==> src/rtl/rsa_byte_frontend_pkg.sv <==
// Shared types and widths for the RSA byte-stream front end.
package rsa_byte_frontend_pkg;

  localparam int RSA_W  = 128;
  localparam int BYTE_W = 8;

  typedef enum logic [1:0] {
    LOAD  = 2'd0,
    START = 2'd1,
    WAIT  = 2'd2,
    SEND  = 2'd3
  } state_t;

endpackage

==> src/rtl/rsa_byte_frontend_if.sv <==
// Byte-link handshake bundle: input byte stream toward the core and
// output byte stream back to the host.
interface rsa_byte_frontend_if;
  import rsa_byte_frontend_pkg::*;

  logic              in_valid;
  logic [BYTE_W-1:0] in_data;
  logic              in_ready;
  logic              out_valid;
  logic [BYTE_W-1:0] out_data;
  logic              out_ready;

  // Host side drives bytes in and accepts bytes out.
  modport master (
    output in_valid, in_data, out_ready,
    input  in_ready, out_valid, out_data
  );

  // Front end side.
  modport slave (
    input  in_valid, in_data, out_ready,
    output in_ready, out_valid, out_data
  );

endinterface

==> src/rtl/rsa_byte_frontend_shift.sv <==
// Byte-wide shift register: parallel load, or shift left by one byte
// inserting shift_in at the bottom. Load has priority over shift.
module rsa_shift_reg128 #(
  parameter int W = 128,
  parameter int B = 8
) (
  input  logic         clk,
  input  logic         reset,
  input  logic         load,
  input  logic [W-1:0] load_data,
  input  logic         shift,
  input  logic [B-1:0] shift_in,
  output logic [W-1:0] q
);

  // Register update: reset clears, load replaces, shift moves one byte up.
  always_ff @(posedge clk) begin
    if (reset) begin
      q <= {W{1'b0}};
    end else if (load) begin
      q <= load_data;
    end else if (shift) begin
      q <= {q[W-B-1:0], shift_in};
    end else begin
      q <= q;
    end
  end

endmodule

==> src/rtl/rsa_byte_frontend.sv <==
// Byte-stream front/back end for the RSA core: gathers 16 bytes into the
// plaintext, fires one start pulse, waits (bounded) for done, then streams
// the ciphertext back out MSB first.
module rsa_byte_frontend
  import rsa_byte_frontend_pkg::*;
#(
  parameter int NBYTES  = 16,
  parameter int TIMEOUT = 1048576,
  parameter int TW      = 21
) (
  input  logic               clk,
  input  logic               reset,
  rsa_byte_frontend_if.slave bus,
  output logic [RSA_W-1:0]   enc_message,
  output logic               enc_start,
  input  logic               enc_done,
  input  logic [RSA_W-1:0]   enc_c,
  output logic               busy,
  output logic               err_timeout
);

  localparam int              CW     = $clog2(NBYTES);
  localparam logic [CW-1:0]   LAST   = CW'(NBYTES - 1);
  localparam logic [TW-1:0]   T_LAST = TW'(TIMEOUT - 1);

  state_t            state_q;
  state_t            state_d;
  logic [CW-1:0]     cnt_q;
  logic [TW-1:0]     timer_q;
  logic              in_acc;
  logic              out_acc;
  logic              last_byte;
  logic              ct_load;
  logic              timed_out;
  logic [RSA_W-1:0]  msg_q;
  logic [RSA_W-1:0]  msg_shl;
  logic [RSA_W-1:0]  ct_q;
  logic              unused_bits;

  // Handshakes decode straight from the state register.
  assign bus.in_ready  = (state_q == LOAD);
  assign bus.out_valid = (state_q == SEND);
  assign busy          = (state_q != LOAD);
  assign bus.out_data  = ct_q[RSA_W-1 -: BYTE_W];

  assign in_acc    = bus.in_valid  && (state_q == LOAD);
  assign out_acc   = bus.out_ready && (state_q == SEND);
  assign last_byte = (cnt_q == LAST);
  assign ct_load   = (state_q == WAIT) && enc_done;
  assign timed_out = (state_q == WAIT) && !enc_done && (timer_q == T_LAST);
  assign msg_shl   = {msg_q[RSA_W-BYTE_W-1:0], bus.in_data};

  // The oldest plaintext byte falls off as the block completes and only the
  // top ciphertext byte leaves the serialiser directly.
  assign unused_bits = ^{msg_q[RSA_W-1 -: BYTE_W], ct_q[RSA_W-BYTE_W-1:0]};

  rsa_shift_reg128 #(.W(RSA_W), .B(BYTE_W)) u_plain (
    .clk       (clk),
    .reset     (reset),
    .load      (1'b0),
    .load_data ({RSA_W{1'b0}}),
    .shift     (in_acc),
    .shift_in  (bus.in_data),
    .q         (msg_q)
  );

  rsa_shift_reg128 #(.W(RSA_W), .B(BYTE_W)) u_cipher (
    .clk       (clk),
    .reset     (reset),
    .load      (ct_load),
    .load_data (enc_c),
    .shift     (out_acc),
    .shift_in  ({BYTE_W{1'b0}}),
    .q         (ct_q)
  );

  // Next-state logic; done beats timeout when both land in the same cycle.
  always_comb begin
    state_d = state_q;
    case (state_q)
      LOAD: begin
        if (in_acc && last_byte) state_d = START;
        else                     state_d = LOAD;
      end
      START: state_d = WAIT;
      WAIT: begin
        if (enc_done)       state_d = SEND;
        else if (timed_out) state_d = LOAD;
        else                state_d = WAIT;
      end
      SEND: begin
        if (out_acc && last_byte) state_d = LOAD;
        else                      state_d = SEND;
      end
      default: state_d = LOAD;
    endcase
  end

  // State register plus the registered start pulse (high only in START).
  always_ff @(posedge clk) begin
    if (reset) begin
      state_q   <= LOAD;
      enc_start <= 1'b0;
    end else begin
      state_q   <= state_d;
      enc_start <= (state_d == START);
    end
  end

  // Byte counter shared by the assembler and the serialiser.
  always_ff @(posedge clk) begin
    if (reset) begin
      cnt_q <= {CW{1'b0}};
    end else if (in_acc || out_acc) begin
      cnt_q <= last_byte ? {CW{1'b0}} : cnt_q + {{(CW-1){1'b0}}, 1'b1};
    end else if (ct_load) begin
      cnt_q <= {CW{1'b0}};
    end else begin
      cnt_q <= cnt_q;
    end
  end

  // Wait timer: cleared while starting, counts every WAIT cycle.
  always_ff @(posedge clk) begin
    if (reset) begin
      timer_q <= {TW{1'b0}};
    end else if (state_q == START) begin
      timer_q <= {TW{1'b0}};
    end else if (state_q == WAIT) begin
      timer_q <= timer_q + {{(TW-1){1'b0}}, 1'b1};
    end else begin
      timer_q <= timer_q;
    end
  end

  // Sticky timeout flag, cleared by the next accepted input byte.
  always_ff @(posedge clk) begin
    if (reset) begin
      err_timeout <= 1'b0;
    end else if (timed_out) begin
      err_timeout <= 1'b1;
    end else if (in_acc) begin
      err_timeout <= 1'b0;
    end else begin
      err_timeout <= err_timeout;
    end
  end

  // Plaintext to the core, frozen from the last accept until the next block.
  always_ff @(posedge clk) begin
    if (reset) begin
      enc_message <= {RSA_W{1'b0}};
    end else if (in_acc && last_byte) begin
      enc_message <= msg_shl;
    end else begin
      enc_message <= enc_message;
    end
  end

endmodule

==> src/flat_wrapper.sv <==
// flat-port wrapper written by rule: the top's interface ports become plain ports
module rsa_byte_frontend_flat import rsa_byte_frontend_pkg::*;
#(
  parameter int NBYTES  = 16,
  parameter int TIMEOUT = 1048576,
  parameter int TW      = 21
)
  (clk, reset, enc_message, enc_start, enc_done, enc_c, busy, err_timeout, bus_in_valid, bus_in_data, bus_out_ready, bus_in_ready, bus_out_valid, bus_out_data);
  rsa_byte_frontend_if bus_i ();
  input  logic clk;
  input  logic reset;
  output logic [RSA_W-1:0] enc_message;
  output logic enc_start;
  input  logic enc_done;
  input  logic [RSA_W-1:0] enc_c;
  output logic busy;
  output logic err_timeout;
  input wire logic [$bits(bus_i.in_valid)-1:0] bus_in_valid;
  input wire logic [$bits(bus_i.in_data)-1:0] bus_in_data;
  input wire logic [$bits(bus_i.out_ready)-1:0] bus_out_ready;
  output wire logic [$bits(bus_i.in_ready)-1:0] bus_in_ready;
  output wire logic [$bits(bus_i.out_valid)-1:0] bus_out_valid;
  output wire logic [$bits(bus_i.out_data)-1:0] bus_out_data;
  assign bus_i.in_valid = bus_in_valid;
  assign bus_i.in_data = bus_in_data;
  assign bus_i.out_ready = bus_out_ready;
  assign bus_in_ready = bus_i.in_ready;
  assign bus_out_valid = bus_i.out_valid;
  assign bus_out_data = bus_i.out_data;
  rsa_byte_frontend #(.NBYTES(NBYTES), .TIMEOUT(TIMEOUT), .TW(TW)) u_core (.clk(clk), .reset(reset), .bus(bus_i), .enc_message(enc_message), .enc_start(enc_start), .enc_done(enc_done), .enc_c(enc_c), .busy(busy), .err_timeout(err_timeout));
endmodule
==> config.mk <==
export PLATFORM = sky130hd
export DESIGN_NAME = rsa_byte_frontend_flat
export DESIGN_NICKNAME = d
export VERILOG_FILES = /design/src/rtl/rsa_byte_frontend_pkg.sv /design/src/rtl/rsa_byte_frontend_if.sv /design/src/rtl/rsa_byte_frontend_shift.sv /design/src/rtl/rsa_byte_frontend.sv /design/src/flat_wrapper.sv
export SDC_FILE = /design/constraint.sdc
export NUM_CORES = 1
export LEC_CHECK = 0
export ABC_CLOCK_PERIOD_IN_PS = 4800
export CORE_MARGIN = 2
export CORE_UTILIZATION = 37
export CTS_BUF_LIST = sky130_fd_sc_hd__clkbuf_8
export CTS_CLUSTER_DIAMETER = 200
export CTS_CLUSTER_SIZE = 16
export DETAILED_ROUTE_END_ITERATION = 8
export GPL_TIMING_DRIVEN = 0
export SLEW_MARGIN = 5
export SYNTH_ARGS = -nofsm -noshare
export SYNTH_HDL_FRONTEND = slang
export SYNTH_SLANG_ARGS = --single-unit
==> constraint.sdc <==
create_clock -name clk -period 4.8 [get_ports clk]
set_input_delay 0.72 -clock clk [delete_from_list [all_inputs] [get_ports clk]]
set_output_delay 0.72 -clock clk [all_outputs]
set_load 0.02 [all_outputs]
**Run 1: supply network**

The bar under the picture is 50 µm long. Pins as bars on the die edge. Tap cells in gray.
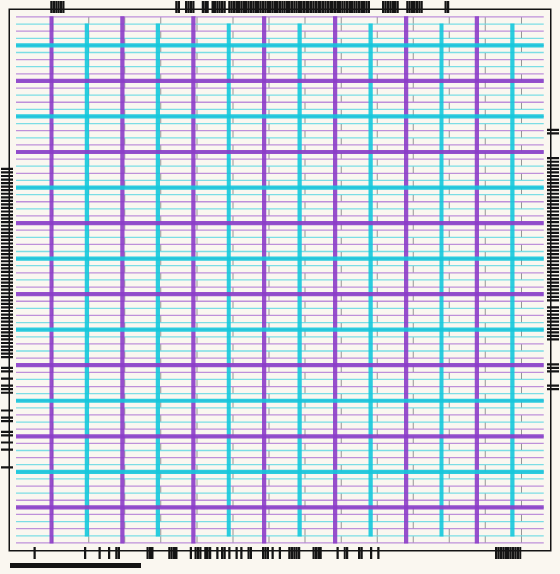
[VDD] cyan
[VSS] purple
rows: 74
met1 rails: 75
CORE AREA: 40,650 µm²
chip width: 206.7 µm
VDD IR-drop max: 193.3 µV
Die Y-Extent: 206.7 µm

**Run 1: placement view**

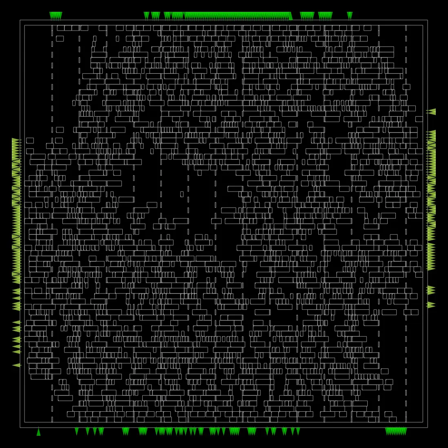
fill count: 4,056
flop count: 405
well tap count: 532
Cell Rows: 74

==> out/results.ini, run 1 <==
[global_route]
overflow = 0
grtUsageTotal_pct = 20.46
grt_pass1_wl_um = 70080
grt_max_degree = 17

[finish]
diodes = 3
drive_above_1_share_pct = 3.286
sh_seq_area_pct = 42.48
logic_area_um2 = 6367
design_area_um2 = 19090
reg.largest.list = u_core.enc_message x128, u_core.u_cipher.q x128, u_core.u_plain.q x120
layout.cells.most_common = nand2_1
nonClkBufAreaFrac_pct = 18.35
clkCellAreaFrac_pct = 2.176
regArea_um2 = 8108
sh_comb_area_pct = 33.36
final_cell_mix = nand2_1 (749), dfxtp_1 (405), clkdlybuf4s50_1 (280)
n_all_buffers = 446
nClkBuffers = 29
largest_class = flip-flops and latches
area_growth_pct = 25.61
nets = 2396

[logic_synthesis]
ys_ff = 405
synthesis.nets = 2085
topCellsByArea = dfxtp_1 (53%), nand2_1 (18%), a21oi_1 (8.5%), a311oi_1 (7.0%), nor2_1 (3.7%)
ys_seq_share_pct = 53.35
mappedNetlistArea_um2 = 15200
ys_cells = 1942
yosys_area_um2 = 15200
edf_count = 0
avgSynthCellArea_um2 = 7.825
synth_cell_types = 45
ff_type = dfxtp_1
ys_async_sr_fraction_pct = 0

[run]
warning_count = 26
maxCapViolCount = 0

[critical_path]
r2r-end = u_core.enc_message[127]
r2r_cells = 7
cp-end-kind = register
r2r_slack_ns = 1.65
worstPathRequired_ns = 5.36
cp_max_fo = 10
crit_path_start = bus_in_valid
worstPathArrival_ns = 3.74
critPathKind = input port to register
startpoint_type = input port
r2r_start = u_core.state_q[1]

[clock_network]
clk_path_buf_depth = 3
clock_latency_ns = 0.64
cts_tree = yes
root_buffer = clkbuf_8
clock-sinks = 405
clk_pin_slew_ns = 0.09
cts_resized = 0

[floorplan]
num_io_pins = 282
chipArea_um2 = 42710

[placed_design]
dp_hpwl_um = 33450
port_buffers = 280
globalplace.congestion = 0.8217

[route]
routed_wl_um = 45360
wl_per_cell_um = 16.27
firstDrtPassIters = 5
vias_per_cell = 4.990

[power]
p_sw_uw = 1216
comb_power_share_pct = 4.8
seq_power_uw = 3380
comb_cell_power_uw = 251
swShare_pct = 23.15
p_int_uw = 4037
p_clk_uw = 1620
powerDensity_nw_per_um2 = 275.2
seqPwrFrac_pct = 64.3
power_leader = sequential cells
power_leakage_uw = 0.006023

[final_timing]
worst_hold_slack_ns = 0.4593
finClkSkew_ns = 0.04143
fin_tns_setup_ns = 0
clock.fmax_mhz = 314.4
maxSlewViolCount = 0
slew-limit-headroom_pct = 16.48
period_needed_ns = 3.181
period_used_pct = 66.27
rsz0062_at_grt = false

[hold_path]
holdCritPathClass = register to register

[status]
status = finished clean

**Run 1: cell density map**

The bar under the picture is 50 µm long. The die is cut into 21 by 21 equal tiles; white is low, dark blue is high, 0 to 100% covered.
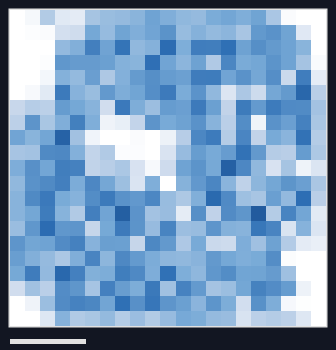
emptiest ninth of the die: upper left
fullest tile: 83%
nearly empty tiles: 7.9%
Final Core Density: 46.96%
fp_density: 37.39%

-- run 1: kinds of logic after synthesis --
group,count (synthesis),synth area share (%)
flip-flops,405,53.35
buffers and inverters,172,4.751
XOR/XNOR,13,0.7492
multiplexers,3,0.2141
AND-OR/OR-AND,401,16.42
adder cells (fa/ha/maj),2,0.1646
AND/OR/NAND/NOR,946,24.35
-- run 1: worst min-delay path by stage --
stage | endpoint | slack [ns] | depth (start not counted)
after floorplan | u_core.enc_message[120] | 0.43 | 2
after CTS | u_core.enc_message[123] | 0.46 | 2
final | u_core.enc_message[83] | 0.46 | 2
after detailed placement | u_core.enc_message[82] | 0.45 | 2
after global routing | u_core.enc_message[3] | 0.48 | 2
after global placement | u_core.enc_message[118] | 0.44 | 2
-- run 1: metal layers --
| layer | track usage, % | part of all wire (%) | vias to the layer above |
|---|---|---|---|
| li1 | - | - | 7066 |
| met3 | 4.333 | 6.8 | 56 |
| met2 | 31.10 | 44 | 328 |
| met5 | 0 | 0 | - |
| met1 | 29.38 | 48 | 6458 |
| met4 | 5.383 | 1.9 | 0 |
-- run 1: through the flow --
step,worst slack [ns],instances
finish,1.619,2787
global route,1.545,2786
CTS,1.704,2784
detailed placement,1.048,2754
global placement,1.091,2754
floorplan,2.737,1942
-- run 1: synth_stat cells (all sizes together), types with 5 or more instances --
cell and n:
xnor2 8, dfxtp 405, buf 42, o21ai 8, nand3 9, a21oi 260, nand4 8, a311oi 121
nor2 149, a22oi 8, inv 6, or3 6, nand2 749, clkbuf 123, xor2 5
-- run 1: critical path: stages --
cell	delay [ns]
clkdlybuf4s50_1	0.47
nor3b_1	0.99
and2_1	0.26
clkbuf_1	0.68
buf_2	0.37
nand2_1	0.11
a21oi_1	0.13
==> run 2: changes to the inputs <==
--- a/config.mk
+++ b/config.mk
@@ -5,7 +5,7 @@
 export SDC_FILE = /design/constraint.sdc
 export NUM_CORES = 1
 export LEC_CHECK = 0
-export ABC_CLOCK_PERIOD_IN_PS = 4800
+export ABC_CLOCK_PERIOD_IN_PS = 3300
 export CORE_MARGIN = 2
 export CORE_UTILIZATION = 37
 export CTS_BUF_LIST = sky130_fd_sc_hd__clkbuf_8
==> constraint.sdc (replaced) <==
create_clock -name clk -period 3.3 [get_ports clk]
set_input_delay 0.495 -clock clk [delete_from_list [all_inputs] [get_ports clk]]
set_output_delay 0.495 -clock clk [all_outputs]
set_load 0.02 [all_outputs]
**Run 2: wires at chosen ports, followed through buffers**

The bar under the picture is 50 µm long.
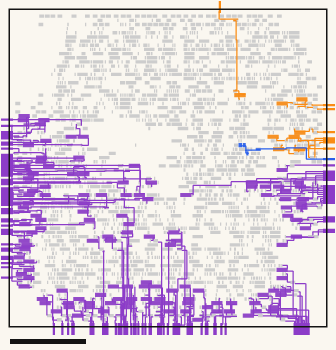
[bus_out_data] orange | bits: 8 | direction: output | edge: 7 right, 1 top | end cells: 8 | buffers: 16 | wire: 274 µm
[bus_out_ready] blue | bits: 1 | direction: input | edge: right | end cells: 3 | buffers: 1 | wire: 73.5 µm
[enc_message] purple | bits: 128 | direction: output | edge: 59 bottom, 49 left, 20 right | end cells: 128 | buffers: 128 | wire: 4,860 µm
PortBufs: 280
IO Count: 282

**Run 2: supply network**

The bar under the picture is 50 µm long. Pins as bars on the die edge. Tap cells in gray.
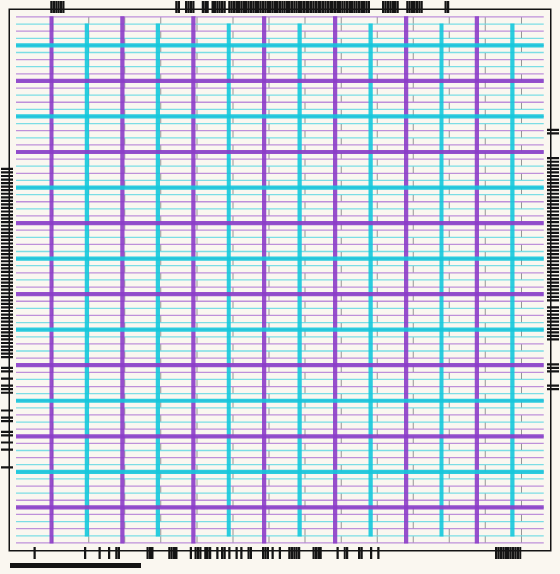
VDD IR-drop max: 281.2 µV

==> run 2 against run 1 <==
  * Die size is the same
  * Sequential power rose by 45%
  * Count of clock-buffer cells in the layout unchanged
  * Cell count unchanged
  * Register-to-register slack lost 1.5 ns
  * Clock skew unchanged
  * Sequential cell count unchanged
  * Worst hold slack got worse by 0.038 ns
  * Routed wire length did not move
  * Clock power grew 46%
  * Largest cell class unchanged
  * Highest routed layer unchanged
==> out/results.ini, run 2 <==
[status]
status = finished clean

[power]
p_clk_uw = 2360
power_leader = sequential cells
p_int_uw = 5872
comb_cell_power_uw = 365
swShare_pct = 23.15
seq_power_uw = 4910
comb_power_share_pct = 4.8
p_clk_share_pct = 30.9
seqPwrFrac_pct = 64.3
power_leakage_uw = 0.006023
p_sw_uw = 1769
powerDensity_nw_per_um2 = 400.3

[hold_path]
min_from = reset
holdCritPathClass = input port to register

[floorplan]
chipArea_um2 = 42710
coreArea_um2 = 40650
die_x_um = 206.7
fp.dieH_um = 206.7
fp_util_pct = 37.39
num_rows = 74

[finish]
layout.cells.most_common = nand2_1
area_growth_pct = 25.61
drive_above_1_share_pct = 3.286
final_core_util_pct = 46.96
final_cell_mix = nand2_1 (749), dfxtp_1 (405), clkdlybuf4s50_1 (280)
nets = 2396
reg.largest.list = u_core.enc_message x128, u_core.u_cipher.q x128, u_core.u_plain.q x120

[run]
maxCapViolCount = 0
warning_count = 26

[logic_synthesis]
fa_ha_area_share_pct = 0.1647
most_common_cell = nand2_1
avgSynthCellArea_um2 = 7.825
topCellsByArea = dfxtp_1 (53%), nand2_1 (18%), a21oi_1 (8.5%), a311oi_1 (7.0%), nor2_1 (3.7%)
yosys_warnings = 0
ff_type = dfxtp_1
ys_top_cells_by_count = nand2_1 (749), dfxtp_1 (405), a21oi_1 (259)
ys_seq_share_pct = 53.35
synthesis.nets = 2085
logic_family = simple AND/OR/NAND/NOR gates
mappedNetlistArea_um2 = 15200
ys_sh_aoi_pct = 16.42
yosys_area_um2 = 15200
ys_async_sr_fraction_pct = 0
mux_area_share_pct = 0.2141
top_area_share_pct = 53.35
xor_share_pct = 0.7492
ys_ff = 405
top_area_cell = dfxtp_1
ys_cells = 1942
postSynthCellCount = 1942
synth_cell_types = 45
ys_sh_simple_pct = 24.35
edf_count = 0

[global_route]
globalRouteMet2Util_pct = 31.10
grt_max_degree = 17
overflow = 0
grt_antenna_before_repair = 2
grt_pass1_wl_um = 70080
gr-usage-met3_pct = 4.333
grt_pass1_vias = 13164
grtUsageTotal_pct = 20.46
top_usage_layer = met2
grtUsageMet1_pct = 29.38

[final_timing]
fin_tns_setup_ns = 0
max_slew.worst_pin.slew_ns = 1.250
rsz0062_at_grt = false
finalHoldViolCount = 0
maxSlewViolCount = 0
finClkSkew_ns = 0.04143
worst_hold_slack_ns = 0.4215
setup_viol = 0
period_used_pct = 95.45
slew-limit-headroom_pct = 16.48
clock.fmax_mhz = 317.5
period_needed_ns = 3.150

[route]
wl_per_cell_um = 16.27
firstDrtPassIters = 5
dr_total_vias = 13908
drt_iter0_drc = 815
routed_wl_um = 45360
ant_nets = 0
vias_per_cell = 4.990
route.detailed.drc = 0

[clock_network]
cts_resized = 0
clk_path_buf_depth = 3
clk_pin_slew_ns = 0.11
cts_buffers = 29
root_buffer = clkbuf_8
htreeDepth = 1
cts_tree = yes
cts_hold_buf = 0
clock-sinks = 405
clock_latency_ns = 0.64
cts_setup_buffers = 0

[critical_path]
worstPathCellList = buf_2, nor3b_1, and2_1, clkbuf_1, buf_2, nand2_1, a21oi_1
critPathSlowestCell = nor3b_1
crit_path_start = u_core.state_q[1]
cp_max_fo = 10
crit_top_cell = buf_2
worstPathArrival_ns = 3.71
slowest_delay_ns = 1.01
worstPathRequired_ns = 3.86
startpoint_type = register
cp-end-kind = register
r2r_start = u_core.state_q[1]
critPathKind = register to register

[placed_design]
dp_hpwl_um = 33450
globalplace.congestion = 0.8217

-- run 2: cell counts in the layout (fill, tap and decap cells not counted) --
No cell type changed its count.
-- run 2: routing by layer --
metal | vias up | wire length [µm]
li1 | 7066 | -
met1 | 6458 | 21610
met2 | 328 | 19830
met3 | 56 | 3063
met4 | 0 | 857
met5 | - | 0
-- run 2: final timing paths --
check	end	slack (ns)	cells past startpoint
worst max-delay path	u_core.enc_message[127]	0.15	7
worst max register to register	u_core.enc_message[127]	0.15	7
worst min-delay path	u_core.timer_q[20]	0.42	4
worst min register to register	u_core.enc_message[83]	0.46	2
-- run 2: per-stage QoR --
| stage | total power [µW] | cell area [µm²] | std cells | setup WS, ns |
|---|---|---|---|---|
| floorplan | 5150 | 15200 | 1942 | 1.440 |
| global placement | 5388 | 18670 | 2754 | -0.1837 |
| detailed placement | 5391 | 18670 | 2754 | -0.2272 |
| CTS | 7742 | 19080 | 2784 | 0.2036 |
| global route | 7945 | 19090 | 2786 | 0.04491 |
| finish | 7641 | 19090 | 2787 | 0.1501 |
-- run 2: layout make-up --
| class | instances | area [µm²] |
|---|---|---|
| Fill cell | 4056 | 21560 |
| Sequential cell | 405 | 8108 |
| Multi-Input combinational cell | 1365 | 6367 |
| Timing Repair Buffer | 280 | 2803 |
| Buffer | 166 | 699.4 |
| Tap cell | 532 | 665.6 |
| Clock buffer | 29 | 399.1 |
| Inverter | 6 | 22.52 |
| Clock inverter | 1 | 16.27 |
| Antenna cell | 3 | 7.507 |
-- run 2: worst max-delay path, delay by kind of cell, from the launching register on --
family | cells | cell delay, ns
buffers and inverters | 3 | 1.21
AOI/OAI and AO/OA | 1 | 0.13
and+or+nand+nor | 3 | 1.38
DFF | 1 | 0.34
==> run 3: changes to the inputs <==
--- a/config.mk
+++ b/config.mk
@@ -7,7 +7,7 @@
 export LEC_CHECK = 0
 export ABC_CLOCK_PERIOD_IN_PS = 3300
 export CORE_MARGIN = 2
-export CORE_UTILIZATION = 37
+export CORE_UTILIZATION = 40
 export CTS_BUF_LIST = sky130_fd_sc_hd__clkbuf_8
 export CTS_CLUSTER_DIAMETER = 200
 export CTS_CLUSTER_SIZE = 16
**Run 3: cell density map**

The bar under the picture is 50 µm long. The die is cut into 20 by 20 equal tiles; white is low, dark blue is high, 0 to 100% covered.
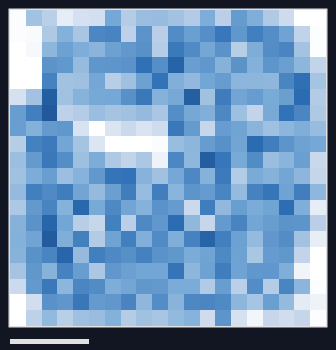
mean over tiles: 47%
tiles over 75% full: 3.5%
nearly empty tiles: 5.2%
fullest tile: 83%
CORE AREA: 37,580 µm²
Final Core Density: 50.71%
fp_density: 40.44%

==> run 3 against run 2 <==
  * Core utilization up 3.8 points
  * First-iteration DRC count is 2.2% higher
  * Sequential power is essentially flat
  * Critical path depth unchanged
  * Area after synthesis did not move
  * Critical endpoint unchanged
==> out/results.ini, run 3 <==
[critical_path]
cp-end-kind = register
worstPathArrival_ns = 3.63
worstPathRequired_ns = 3.83
startpoint_type = register
r2r_start = u_core.state_q[1]
r2r-end = u_core.enc_message[127]
r2r_slack_ns = 0.20
critPathKind = register to register
r2r_cells = 7
cp_max_fo = 10

[clock_network]
clk_pin_slew_ns = 0.11
root_buffer = clkbuf_8
cts_hold_buf = 0
htreeDepth = 1
cts_tree = yes
cts_buffers = 29
clk_path_buf_depth = 3
clock_latency_ns = 0.60
clock-sinks = 405
cts_setup_buffers = 0
cts_resized = 0

[final_timing]
rsz0062_at_grt = false
finClkSkew_ns = 0.02438
max_slew.worst_pin.slew_ns = 1.191
fin_tns_setup_ns = 0
period_used_pct = 93.97
maxSlewViolCount = 0
finalHoldViolCount = 0
worst_hold_slack_ns = 0.4522
layout_setup_ws_ns = 0.1988
clock.fmax_mhz = 322.5
slew-limit-headroom_pct = 20.40
setup_viol = 0
period_needed_ns = 3.101

[global_route]
overflow = 0
grt_antenna_before_repair = 4
grt_pass1_vias = 13156
globalRouteMet2Util_pct = 33.40
grt_max_degree = 17
top_usage_layer = met2
grtUsageMet1_pct = 31.18
grtUsageTotal_pct = 21.96
grt_pass1_wl_um = 69790
gr-usage-met3_pct = 5.968

[power]
seqPwrFrac_pct = 64.6
power_leakage_uw = 0.006023
p_sw_uw = 1734
comb_power_share_pct = 4.8
swShare_pct = 22.80
total_power_uw = 7605
powerDensity_nw_per_um2 = 399.1
peakVddDrop_uv = 308.7
p_clk_share_pct = 30.6
p_int_uw = 5871

[route]
wl_met2_um = 19350
routed_wl_um = 44910
top_layer = met5
dr_total_vias = 14051
drt_iter0_drc = 833
ant_nets = 0
firstDrtPassIters = 5
met3_length_um = 3617
met1_length_um = 21080
route.detailed.drc = 0
wl_per_cell_um = 16.25
vias_per_cell = 5.084

[logic_synthesis]
avgSynthCellArea_um2 = 7.825
most_common_cell = nand2_1
synth_cell_types = 45
ff_type = dfxtp_1
postSynthCellCount = 1942
ys_async_sr_fraction_pct = 0
synthesis.nets = 2085
topCellsByArea = dfxtp_1 (53%), nand2_1 (18%), a21oi_1 (8.5%), a311oi_1 (7.0%), nor2_1 (3.7%)
ys_top_cells_by_count = nand2_1 (749), dfxtp_1 (405), a21oi_1 (259)
top_area_share_pct = 53.35
edf_count = 0
top_area_cell = dfxtp_1
ys_cells = 1942
mappedNetlistArea_um2 = 15200
yosys_warnings = 0
yosys_area_um2 = 15200
ys_ff = 405
ys_seq_share_pct = 53.35

[finish]
area_growth_pct = 25.40
fillers = 3741
final_cell_mix = nand2_1 (749), dfxtp_1 (405), clkdlybuf4s50_1 (280)
layout.cells.most_common = nand2_1
reg.largest.list = u_core.enc_message x128, u_core.u_cipher.q x128, u_core.u_plain.q x120
final_cells = 2764
nets = 2396
design_area_um2 = 19060
drive_above_1_share_pct = 3.286

[hold_path]
min_from = reset
hold_depth = 4
holdCritPathClass = input port to register
worstHoldEndpoint = u_core.timer_q[20]

[placed_design]
port_buffers = 280
dp_hpwl_um = 33260
dp_slack_ns = -0.1833
placed_area_um2 = 18640
globalplace.congestion = 0.8276
dpl.cell_count = 2733

[floorplan]
num_rows = 71
num_io_pins = 282
die_x_um = 198.9
fp.dieH_um = 198.9
chipArea_um2 = 39570

[run]
warning_count = 26
maxCapViolCount = 0

[status]
status = finished clean

**Run 3: register map, names as in the netlist**

The bar under the picture is 50 µm long. Other sequential cells in the stronger gray, the rest of the logic in the fainter gray.
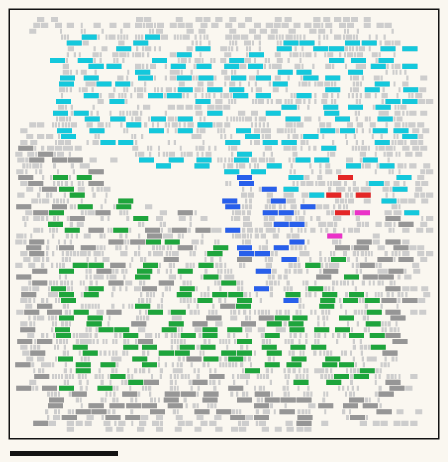
[u_core.cnt_q] red | flops: 4 | where: middle right
[u_core.timer_q] blue | flops: 21 | where: center
[u_core.u_cipher.q] cyan | flops: 128
[u_core.state_q] magenta | flops: 2
[u_core.u_plain.q] green | flops: 120
not colored: 130
Power Sequential: 4910 µW
Seq area share: 42.54%
Reg area: 8108 µm²

==> run 3: cell counts after synthesis <==
Identical to the previous run, type by type.
==> run 3: final cells by class <==
cell class                 count  area, µm²  area share [%]
sequential                   405       8108           42.54
multi-input combinational   1365       6367           33.41
timing repair buffer         280       2803           14.71
buffer                       166      699.4           3.670
tap                          511      639.4           3.355
clock buffer                  29      399.1           2.094
inverter                       6      22.52          0.1182
clock inverter                 1      16.27         0.08535
antenna                        1      2.502         0.01313
==> run 3: cells by family (layout without fill, tap and decap cells) <==
family,Yosys count,count (layout),share of synthesized area [%]
other cells,0,1,0
flops,405,405,53.35
xor+xnor,13,13,0.7492
mux,3,3,0.2141
buf+inv,172,482,4.751
simple gates,946,946,24.35
fa+ha+maj,2,2,0.1646
compound gates,401,401,16.42
==> run 3: power by group through the flow <==
stage | logic (µW) | clock network (µW) | registers [µW]
4_1_cts | 367 | 2410 | 4910
3_3_place_gp | 362 | 0 | 5020
5_1_grt | 396 | 2580 | 4920
2_1_floorplan | 130 | 0 | 5020
3_5_place_dp | 365 | 0 | 5030
6_report | 366 | 2330 | 4910
==> run 3: worst max-delay path, cell delays in order, from the launching register on <==
cell and delay, ns:
dfxtp_1 0.34, buf_2 0.17, nor3b_1 0.97, and2_1 0.28, clkbuf_1 0.64, buf_2 0.36
nand2_1 0.15, a21oi_1 0.14
==> run 3: worst max path at each step <==
stage / from / endpoint / cells past startpoint
finish: u_core.state_q[1] / u_core.enc_message[127] / 7
global route: u_core.state_q[1] / u_core.enc_message[127] / 7
CTS: u_core.state_q[1] / u_core.enc_message[127] / 7
detailed placement: bus_in_valid / u_core.enc_message[127] / 7
global placement: bus_in_valid / u_core.enc_message[127] / 7
floorplan: u_core.timer_q[0] / u_core.state_q[1] / 5
No activity file was given, so power comes from the tool's default toggle rates.
